The clock network:
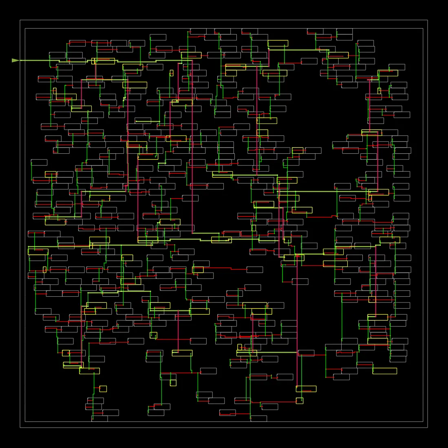
Met2 routing:
Drawn at 1.5 px/um.
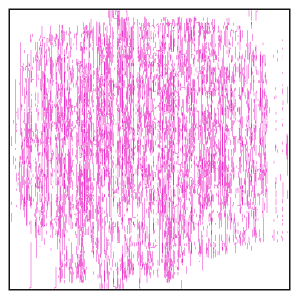
Signal wires on met3:
Drawn at 1.5 px/um. Cells faint in the background.
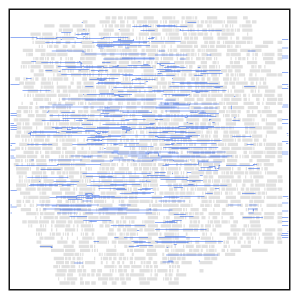
File: src/rtl/present_la_engine_if.sv
// Command/readback bus between LA-facing firmware glue and the PRESENT engine.
// Ports: cmd_stb/cmd_op/cmd_addr/cmd_data (firmware -> engine),
//        rd_data/busy/done (engine -> firmware). DW sets data word width.
interface present_la_engine_if #(
    parameter int DW = 32
);
    logic          cmd_stb;
    logic [1:0]    cmd_op;
    logic [4:0]    cmd_addr;
    logic [DW-1:0] cmd_data;
    logic [DW-1:0] rd_data;
    logic          busy;
    logic          done;

    modport master (
        output cmd_stb, cmd_op, cmd_addr, cmd_data,
        input  rd_data, busy, done
    );

    modport slave (
        input  cmd_stb, cmd_op, cmd_addr, cmd_data,
        output rd_data, busy, done
    );
endinterface

File: src/rtl/present_la_engine.sv
// Round-iterative PRESENT-64 encryptor (80/128-bit key) behind a strobe-driven
// command bus. Ports: wb_clk_i, wb_rst_i (sync, active-high), bus (slave modport).
// One round per cycle: busy for 32 cycles after start, done sticky until op 3.
module present_la_engine #(
    parameter int KEY_BITS = 80,
    parameter int DW       = 32
) (
    input  logic               wb_clk_i,
    input  logic               wb_rst_i,
    present_la_engine_if.slave bus
);
    localparam int NPW = 64 / DW;
    localparam int NKW = (KEY_BITS + DW - 1) / DW;

    localparam logic [1:0] OP_WRITE = 2'd0;
    localparam logic [1:0] OP_START = 2'd1;
    localparam logic [1:0] OP_SEL   = 2'd2;
    localparam logic [1:0] OP_CLEAR = 2'd3;

    logic [63:0]         pt;
    logic [KEY_BITS-1:0] key;
    logic [63:0]         state;
    logic [KEY_BITS-1:0] kreg;
    logic [KEY_BITS-1:0] key_nxt;
    logic [63:0]         ct;
    logic [63:0]         rk;
    logic [3:0]          rd_sel;
    logic [5:0]          rc;
    logic                stb_q;
    logic                busy_q;
    logic                done_q;
    logic [DW-1:0]       rd_q;
    logic [DW-1:0]       rd_nxt;
    logic                ev;

    function automatic logic [3:0] sbox(input logic [3:0] x);
        case (x)
            4'h0: sbox = 4'hC;  4'h1: sbox = 4'h5;  4'h2: sbox = 4'h6;  4'h3: sbox = 4'hB;
            4'h4: sbox = 4'h9;  4'h5: sbox = 4'h0;  4'h6: sbox = 4'hA;  4'h7: sbox = 4'hD;
            4'h8: sbox = 4'h3;  4'h9: sbox = 4'hE;  4'hA: sbox = 4'hF;  4'hB: sbox = 4'h8;
            4'hC: sbox = 4'h4;  4'hD: sbox = 4'h7;  4'hE: sbox = 4'h1;  default: sbox = 4'h2;
        endcase
    endfunction

    function automatic logic [63:0] s_layer(input logic [63:0] x);
        for (int n = 0; n < 16; n++) s_layer[4*n +: 4] = sbox(x[4*n +: 4]);
    endfunction

    function automatic logic [63:0] p_layer(input logic [63:0] x);
        for (int i = 0; i < 63; i++) p_layer[(16*i) % 63] = x[i];
        p_layer[63] = x[63];
    endfunction

    assign ev = bus.cmd_stb & ~stb_q;
    assign rk = kreg[KEY_BITS-1 -: 64];

    // Key schedule: rotate left 61 (== right by KEY_BITS-61), S-box the top
    // nibble(s), fold the 5-bit round counter into the fixed bit window.
    generate
        if (KEY_BITS == 80) begin : g_k80
            logic [79:0] rot;
            assign rot = {kreg[18:0], kreg[79:19]};
            always_comb begin
                key_nxt         = rot;
                key_nxt[79:76]  = sbox(rot[79:76]);
                key_nxt[19:15]  = rot[19:15] ^ rc[4:0];
            end
        end else begin : g_k128
            logic [127:0] rot;
            assign rot = {kreg[66:0], kreg[127:67]};
            always_comb begin
                key_nxt           = rot;
                key_nxt[127:124]  = sbox(rot[127:124]);
                key_nxt[123:120]  = sbox(rot[123:120]);
                key_nxt[66:62]    = rot[66:62] ^ rc[4:0];
            end
        end
    endgenerate

    // Words beyond the ciphertext width read back as zero.
    always_comb begin
        rd_nxt = '0;
        for (int i = 0; i < NPW; i++) begin
            if (rd_sel == 4'(i)) rd_nxt = ct[i*DW +: DW];
        end
    end

    always_ff @(posedge wb_clk_i) begin
        if (wb_rst_i) begin
            pt     <= '0;
            key    <= '0;
            state  <= '0;
            kreg   <= '0;
            ct     <= '0;
            rd_sel <= '0;
            rc     <= '0;
            stb_q  <= 1'b0;
            busy_q <= 1'b0;
            done_q <= 1'b0;
            rd_q   <= '0;
        end else begin
            stb_q <= bus.cmd_stb;
            rd_q  <= rd_nxt;

            if (busy_q) begin
                if (rc == 6'd32) begin
                    ct     <= state ^ rk;
                    busy_q <= 1'b0;
                    done_q <= 1'b1;
                end else begin
                    state <= p_layer(s_layer(state ^ rk));
                    kreg  <= key_nxt;
                    rc    <= rc + 6'd1;
                end
            end

            if (ev) begin
                case (bus.cmd_op)
                    OP_WRITE: if (!busy_q) begin
                        for (int i = 0; i < NPW; i++) begin
                            if (bus.cmd_addr == 5'(i)) pt[i*DW +: DW] <= bus.cmd_data;
                        end
                        // Bit-wise so the unused MSBs of the top key word are dropped.
                        for (int b = 0; b < KEY_BITS; b++) begin
                            if (bus.cmd_addr == 5'(16 + b / DW)) key[b] <= bus.cmd_data[b % DW];
                        end
                    end
                    OP_START: if (!busy_q) begin
                        state  <= pt;
                        kreg   <= key;
                        rc     <= 6'd1;
                        busy_q <= 1'b1;
                        done_q <= 1'b0;
                    end
                    OP_SEL:   rd_sel <= bus.cmd_addr[3:0];
                    OP_CLEAR: if (!busy_q) done_q <= 1'b0;
                    default:  ;
                endcase
            end
        end
    end

    assign bus.rd_data = rd_q;
    assign bus.busy    = busy_q;
    assign bus.done    = done_q;

    // Width sanity for NKW is implicit in the key-write address decode.
    localparam int NKW_CHECK_UNUSED = NKW;
endmodule
File: src/flat_wrapper.sv
// flat-port wrapper written by rule: the top's interface ports become plain ports
module present_la_engine_flat 
#(
    parameter int KEY_BITS = 80,
    parameter int DW       = 32
)
  (wb_clk_i, wb_rst_i, bus_cmd_stb, bus_cmd_op, bus_cmd_addr, bus_cmd_data, bus_rd_data, bus_busy, bus_done);
  present_la_engine_if #(.DW(DW)) bus_i ();
  input  logic wb_clk_i;
  input  logic wb_rst_i;
  input wire logic [$bits(bus_i.cmd_stb)-1:0] bus_cmd_stb;
  input wire logic [$bits(bus_i.cmd_op)-1:0] bus_cmd_op;
  input wire logic [$bits(bus_i.cmd_addr)-1:0] bus_cmd_addr;
  input wire logic [$bits(bus_i.cmd_data)-1:0] bus_cmd_data;
  output wire logic [$bits(bus_i.rd_data)-1:0] bus_rd_data;
  output wire logic [$bits(bus_i.busy)-1:0] bus_busy;
  output wire logic [$bits(bus_i.done)-1:0] bus_done;
  assign bus_i.cmd_stb = bus_cmd_stb;
  assign bus_i.cmd_op = bus_cmd_op;
  assign bus_i.cmd_addr = bus_cmd_addr;
  assign bus_i.cmd_data = bus_cmd_data;
  assign bus_rd_data = bus_i.rd_data;
  assign bus_busy = bus_i.busy;
  assign bus_done = bus_i.done;
  present_la_engine #(.KEY_BITS(KEY_BITS), .DW(DW)) u_core (.wb_clk_i(wb_clk_i), .wb_rst_i(wb_rst_i), .bus(bus_i));
endmodule
File: config.mk
export PLATFORM = sky130hd
export DESIGN_NAME = present_la_engine_flat
export DESIGN_NICKNAME = d
export VERILOG_FILES = /design/src/rtl/present_la_engine_if.sv /design/src/rtl/present_la_engine.sv /design/src/flat_wrapper.sv
export SDC_FILE = /design/constraint.sdc
export NUM_CORES = 1
export LEC_CHECK = 0
export CAP_MARGIN = 30
export CORE_MARGIN = 2
export CORE_UTILIZATION = 55
export CTS_CLUSTER_SIZE = 16
export DETAILED_ROUTE_END_ITERATION = 6
export PLACE_DENSITY = 0.76
export SLEW_MARGIN = 20
export SYNTH_ARGS = -nofsm -noshare
export SYNTH_HDL_FRONTEND = slang
export SYNTH_SLANG_ARGS = --single-unit
File: constraint.sdc
create_clock -name wb_clk_i -period 2.43 [get_ports wb_clk_i]
set_input_delay 0.486 -clock wb_clk_i [delete_from_list [all_inputs] [get_ports wb_clk_i]]
set_output_delay 0.486 -clock wb_clk_i [all_outputs]
set_load 0.01 [all_outputs]
==> qor.csv <==
metric;value;unit
worst-path-stages;9;
max_cap_viol_count;0;
area_used_by_sequential_logic_in_the_layout;8030;um2
detail_route.vias_per_cell;5.893;
synth_adder_area_share;5.970;%
power.share.combinational;15.4;%
sequentialPower;6.98;mW
tapcell.inserted;442;
log.warning_count;98;
drc;0;
synthSimpleGateAreaFrac;15.55;%
clkLatencyLatePin;0.54;ns
busiest_metal_layer_after_global_routing;met2;
enable_flop_cells;0;
cell_family_with_the_largest_share_of_critical_path_delay;AND-OR/OR-AND gates;
status;completed;
groute.usage.overall;30.86;%
hold-worst-slack;0.4061;ns
layout_buffer_count_excluding_clock_buffers;204;
route.antenna.remaining_nets;0;
reg2reg_to;u_core.key_nxt[78]$_DFF_P_;
area_share_clock_buf_inv;6.511;%
finish.utilization;66.81;%
critPathMostFrequentCell;sky130_fd_sc_hd__ha_1;
worstSetupPathType;flip-flop to flip-flop;
critical_path.endpoint;u_core.key_nxt[78]$_DFF_P_;
largestRegisters;u_core.key: 80 flops, u_core.kreg: 80 flops;
clk_pin_slew_worst_setup_hold_paths;0.07;ns
wl_per_cell;20.50;um
comb-cell-share;43.43;%
comb_area;9465;um2
## Picture notes: 'the clock network'
final setup skew: 0.01737 ns
clock net sink count: 401
sequential cell count of the final layout: 401
count of clock-net buffers in the final layout: 57
clock buffers created by TritonCTS: 42

## Picture notes: 'met2 routing'
nets with wire on the layer: 1803
share of all routed wire: 44%
longest straight run: 97.2 um
main direction: vertical
routed vias: 15350
met2 track demand over resource in global routing: 46.83%
wirelength, routed: 53390 um

## Picture notes: 'signal wires on met3'
longest straight run: 108 um
nets with wire on the layer: 226
share of all routed wire: 9.4%
met3 Resource Use GR: 5.009%

